<file path="config.mk">
export PLATFORM = sky130hd
export DESIGN_NAME = systolic_result_drain_flat
export DESIGN_NICKNAME = d
export VERILOG_FILES = /design/src/rtl/systolic_result_drain_if.sv /design/src/rtl/systolic_result_drain.sv /design/src/flat_wrapper.sv
export SDC_FILE = /design/constraint.sdc
export NUM_CORES = 1
export LEC_CHECK = 0
export CORE_UTILIZATION = 38
export DETAILED_ROUTE_END_ITERATION = 10
export PLACE_DENSITY = 0.62
export SYNTH_ARGS = -nofsm -noshare
export SYNTH_HDL_FRONTEND = slang
export SYNTH_SLANG_ARGS = --single-unit
</file>
<file path="constraint.sdc">
create_clock -name clk -period 3.8 [get_ports clk]
set_input_delay 0.38 -clock clk [delete_from_list [all_inputs] [get_ports clk]]
set_output_delay 0.38 -clock clk [all_outputs]
set_load 0.1 [all_outputs]
</file>
<file path="src/rtl/systolic_result_drain_if.sv">
// Result-drain bus: skewed per-row inputs from the PE array's right edge and the
// deskewed valid/ready result stream towards downstream logic.
interface systolic_result_drain_if #(
  parameter int WIDTH = 16,
  parameter int ROWS  = 4
);
  logic [ROWS*WIDTH-1:0] in_sum;
  logic [ROWS-1:0]       in_valid;
  logic [ROWS-1:0]       in_ovf;
  logic [ROWS*WIDTH-1:0] out_data;
  logic [ROWS-1:0]       out_ovf;
  logic                  out_valid;
  logic                  out_ready;

  modport master (
    output in_sum, in_valid, in_ovf, out_ready,
    input  out_data, out_ovf, out_valid
  );

  modport slave (
    input  in_sum, in_valid, in_ovf, out_ready,
    output out_data, out_ovf, out_valid
  );
endinterface

</file>
<file path="src/rtl/systolic_result_drain.sv">
// Deskews the staggered right-edge row outputs of the systolic array, checks
// vector alignment and queues complete result vectors in a small FIFO.
module systolic_result_drain #(
  parameter int WIDTH = 16,
  parameter int ROWS  = 4,
  parameter int DEPTH = 4
) (
  input  logic                    clk,
  input  logic                    rst,
  systolic_result_drain_if.slave  bus,
  input  logic                    clr_status,
  output logic [ROWS-1:0]         ovf_sticky,
  output logic                    drop_sticky,
  output logic                    misalign_sticky,
  output logic [31:0]             vec_count,
  output logic [$clog2(DEPTH):0]  fifo_level
);
  localparam int PTR_W = $clog2(DEPTH);
  localparam int LVL_W = PTR_W + 1;
  localparam int ENT_W = ROWS*WIDTH + ROWS;
  localparam int STG_W = WIDTH + 2;
  localparam logic [LVL_W-1:0] FULL_LVL = LVL_W'(DEPTH);

  logic [ROWS*WIDTH-1:0] al_sum;
  logic [ROWS-1:0]       al_valid;
  logic [ROWS-1:0]       al_ovf;

  // Row gi needs ROWS-gi stages so every row of a vector lands in the same cycle.
  for (genvar gi = 0; gi < ROWS; gi++) begin : g_row
    localparam int NSTG = ROWS - gi;
    logic [STG_W-1:0] stg_q [NSTG];
    logic [STG_W-1:0] stg_d [NSTG];

    always_comb begin
      stg_d[0] = {bus.in_valid[gi], bus.in_ovf[gi], bus.in_sum[gi*WIDTH +: WIDTH]};
      for (int k = 1; k < NSTG; k++) begin
        stg_d[k] = stg_q[k-1];
      end
    end

    always_ff @(posedge clk) begin
      if (rst) begin
        for (int k = 0; k < NSTG; k++) stg_q[k] <= '0;
      end else begin
        for (int k = 0; k < NSTG; k++) stg_q[k] <= stg_d[k];
      end
    end

    assign al_valid[gi]                = stg_q[NSTG-1][STG_W-1];
    assign al_ovf[gi]                  = stg_q[NSTG-1][STG_W-2];
    assign al_sum[gi*WIDTH +: WIDTH]   = stg_q[NSTG-1][WIDTH-1:0];
  end

  logic [ENT_W-1:0] fifo_mem [DEPTH];
  logic [PTR_W-1:0] wr_ptr_q, wr_ptr_d;
  logic [PTR_W-1:0] rd_ptr_q, rd_ptr_d;
  logic [LVL_W-1:0] level_q, level_d;
  logic [ROWS-1:0]  ovf_sticky_q, ovf_sticky_d;
  logic             drop_sticky_q, drop_sticky_d;
  logic             misalign_sticky_q, misalign_sticky_d;
  logic [31:0]      vec_count_q, vec_count_d;

  logic all_valid, any_valid, empty, full;
  logic push, pop, drop, misalign;

  always_comb begin
    all_valid = &al_valid;
    any_valid = |al_valid;
    empty     = (level_q == '0);
    full      = (level_q == FULL_LVL);
    pop       = !empty && bus.out_ready;
    // A full FIFO still takes the vector when the head leaves in the same cycle.
    push      = all_valid && (!full || pop);
    drop      = all_valid && !push;
    misalign  = any_valid && !all_valid;

    wr_ptr_d = wr_ptr_q;
    rd_ptr_d = rd_ptr_q;
    level_d  = level_q;
    if (push) wr_ptr_d = wr_ptr_q + PTR_W'(1);
    if (pop)  rd_ptr_d = rd_ptr_q + PTR_W'(1);
    case ({push, pop})
      2'b10:   level_d = level_q + LVL_W'(1);
      2'b01:   level_d = level_q - LVL_W'(1);
      default: level_d = level_q;
    endcase

    ovf_sticky_d      = ovf_sticky_q;
    drop_sticky_d     = drop_sticky_q;
    misalign_sticky_d = misalign_sticky_q;
    vec_count_d       = vec_count_q;
    if (clr_status) begin
      ovf_sticky_d      = '0;
      drop_sticky_d     = 1'b0;
      misalign_sticky_d = 1'b0;
      vec_count_d       = '0;
    end else begin
      if (push) begin
        ovf_sticky_d = ovf_sticky_q | al_ovf;
        vec_count_d  = vec_count_q + 32'd1;
      end
      if (drop)     drop_sticky_d     = 1'b1;
      if (misalign) misalign_sticky_d = 1'b1;
    end
  end

  always_ff @(posedge clk) begin
    if (rst) begin
      wr_ptr_q          <= '0;
      rd_ptr_q          <= '0;
      level_q           <= '0;
      ovf_sticky_q      <= '0;
      drop_sticky_q     <= 1'b0;
      misalign_sticky_q <= 1'b0;
      vec_count_q       <= '0;
    end else begin
      wr_ptr_q          <= wr_ptr_d;
      rd_ptr_q          <= rd_ptr_d;
      level_q           <= level_d;
      ovf_sticky_q      <= ovf_sticky_d;
      drop_sticky_q     <= drop_sticky_d;
      misalign_sticky_q <= misalign_sticky_d;
      vec_count_q       <= vec_count_d;
    end
  end

  // Storage is never reset; the level gate keeps stale entries invisible.
  always_ff @(posedge clk) begin
    if (push) fifo_mem[wr_ptr_q] <= {al_ovf, al_sum};
  end

  logic [ENT_W-1:0] head;
  assign head          = fifo_mem[rd_ptr_q];
  assign bus.out_valid = !empty;
  assign bus.out_data  = empty ? '0 : head[ROWS*WIDTH-1:0];
  assign bus.out_ovf   = empty ? '0 : head[ENT_W-1 -: ROWS];

  assign ovf_sticky      = ovf_sticky_q;
  assign drop_sticky     = drop_sticky_q;
  assign misalign_sticky = misalign_sticky_q;
  assign vec_count       = vec_count_q;
  assign fifo_level      = level_q;
endmodule

</file>
<file path="src/flat_wrapper.sv">
// flat-port wrapper written by rule: the top's interface ports become plain ports
module systolic_result_drain_flat 
#(
  parameter int WIDTH = 16,
  parameter int ROWS  = 4,
  parameter int DEPTH = 4
)
  (clk, rst, clr_status, ovf_sticky, drop_sticky, misalign_sticky, vec_count, fifo_level, bus_in_sum, bus_in_valid, bus_in_ovf, bus_out_ready, bus_out_data, bus_out_ovf, bus_out_valid);
  systolic_result_drain_if #(.WIDTH(WIDTH), .ROWS(ROWS)) bus_i ();
  input  logic clk;
  input  logic rst;
  input  logic clr_status;
  output logic [ROWS-1:0] ovf_sticky;
  output logic drop_sticky;
  output logic misalign_sticky;
  output logic [31:0] vec_count;
  output logic [$clog2(DEPTH):0] fifo_level;
  input wire logic [$bits(bus_i.in_sum)-1:0] bus_in_sum;
  input wire logic [$bits(bus_i.in_valid)-1:0] bus_in_valid;
  input wire logic [$bits(bus_i.in_ovf)-1:0] bus_in_ovf;
  input wire logic [$bits(bus_i.out_ready)-1:0] bus_out_ready;
  output wire logic [$bits(bus_i.out_data)-1:0] bus_out_data;
  output wire logic [$bits(bus_i.out_ovf)-1:0] bus_out_ovf;
  output wire logic [$bits(bus_i.out_valid)-1:0] bus_out_valid;
  assign bus_i.in_sum = bus_in_sum;
  assign bus_i.in_valid = bus_in_valid;
  assign bus_i.in_ovf = bus_in_ovf;
  assign bus_i.out_ready = bus_out_ready;
  assign bus_out_data = bus_i.out_data;
  assign bus_out_ovf = bus_i.out_ovf;
  assign bus_out_valid = bus_i.out_valid;
  systolic_result_drain #(.WIDTH(WIDTH), .ROWS(ROWS), .DEPTH(DEPTH)) u_core (.clk(clk), .rst(rst), .bus(bus_i), .clr_status(clr_status), .ovf_sticky(ovf_sticky), .drop_sticky(drop_sticky), .misalign_sticky(misalign_sticky), .vec_count(vec_count), .fifo_level(fifo_level));
endmodule
</file>
==> flow_metrics.tcl <==
# collected from the flow reports
set metrics [dict create \
    power.share.switching 0.380 \
    status "completed" \
    most_common_cell "edfxtp_1" \
    relSlewSlack 0.301 \
    common_cells "edfxtp_1, dfxtp_1, nor2b_1" \
    synth-simple-area-share 0.133 \
    place_inst 1824 \
    total_power_mw 16.8 \
    routedWlPerCell_um 17.9 \
    die_area_um2 46600 \
    hp-start "rst" \
    synth_chip_area_um2 17400 \
    avgSynthCellArea_um2 16.1 \
    cts_sinks 499 \
    sh_comb_area 0.205 \
    cts_buffers 52 \
    worst_slack_ps 704 \
    area_share_clock_buf_inv 0.0852 \
    netlist.area_leader.share 0.469 \
    layout_top_cell "edfxtp_1" \
    crit_path_end_kind "primary output" \
    synth.mux.area_fraction 0.0921 \
    synth_flops 499 \
    fin_setup_tns_ps 0 \
    cts_resized 0 \
    synth.cell_area_um2 17400 \
    inverters 9 \
    rsz0062_at_grt "no" \
    post_synth_num_cell_types 47 \
    p_leak_nw 7.42 \
    gr-total-overflow 0 \
    hold_depth 2 \
    topCellsByArea "edfxtp_1, dfxtp_1, mux4_2" \
    power.density_nw_per_um2 777 \
    arrival_ps 2720 \
    clk_path_buf_depth 3 \
    reg2reg_from "u_core.fifo_level[0]" \
    drive_above_1_share 0.196 \
]
registers in the layout, indices dropped and copies added, names as in the netlist, named ones only:
signal,cells
u_core.fifo_level,3
u_core.drop_sticky,1
u_core.wr_ptr_q,2
u_core.ovf_sticky,4
u_core.rd_ptr_q,2
u_core.g_row.stg_q,180
u_core.misalign_sticky,1
u_core.vec_count,32
u_core.fifo_mem,272
worst max-delay path, cell delays in order (launching register included):
cell	delay [ps]
dfxtp_4	650
buf_4	490
mux4_2	560
and2_1	170
buf_4	230
power groups by stage:
stage,clock network (mW),logic (mW),registers [mW]
3_3_place_gp,0,5.61,6.04
4_1_cts,5.46,5.63,5.92
2_1_floorplan,0,4.45,6.03
3_5_place_dp,0,5.62,6.04
5_1_grt,5.68,5.76,5.94
6_report,5.32,5.55,5.91
Figure 1. Cell classes on the final placement.
(1 px per um)
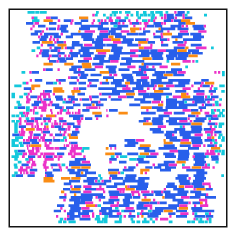
- sequential cells: blue (cells 499; share of their area 61%)
- combinational and other logic: magenta (cells 527; share of their area 21%)
- clock drivers and dummy loads: orange (cells 95; share of their area 8.8%)
- remaining buffers and delay cells: cyan (cells 198; share of their area 8.8%)
fraction of area in registers: 0.589
post-layout util: 0.477
standard-cell rows: 78
final instance area: 21600 um^2
core area: 45300 um^2

Figure 2. Wires at chosen ports, followed through buffers.
(2 px per um)
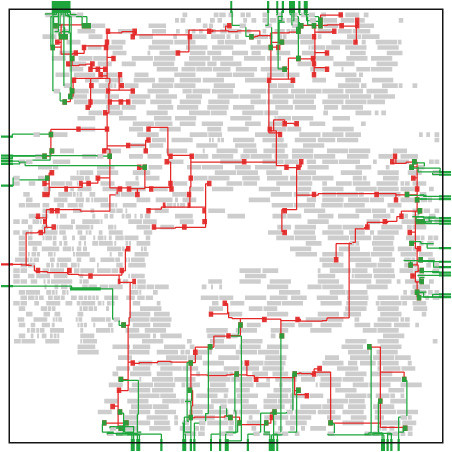
- bus_in_sum: green (direction input; edge 23 bottom, 20 top, 14 right, 7 left; end cells 64; wire 1680 um)
- rst: red (direction input; edge left; end cells 197; wire 2150 um)
io pins: 186
Buffers on Ports: 185

Figure 3. Placed standard cells.
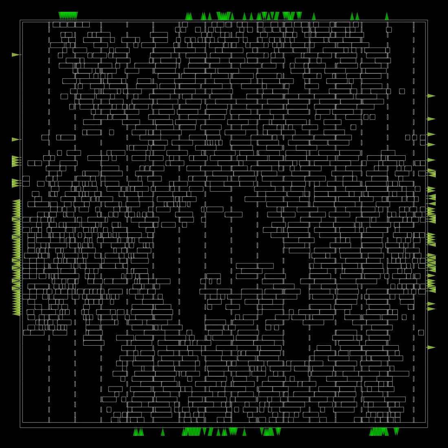
filler instances: 3902
non-filler cells, final: 1919
registers: 499
Tapcells: 600

Figure 4. Clock distribution.
(1 px per um)
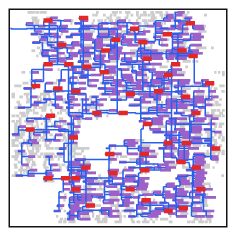
- clock drivers: red (count 52)
- flip-flops: purple (count 499)
- clock wires: blue (length 5770 um)
- flops lie: all over the die
Insertion Delay late pin: 570 ps
worst-case clock skew: 14.0 ps
total clock network power: 5.32 mW
clock share of power: 0.317

Power figures rest on the tool's default switching activity, not on a simulated workload.
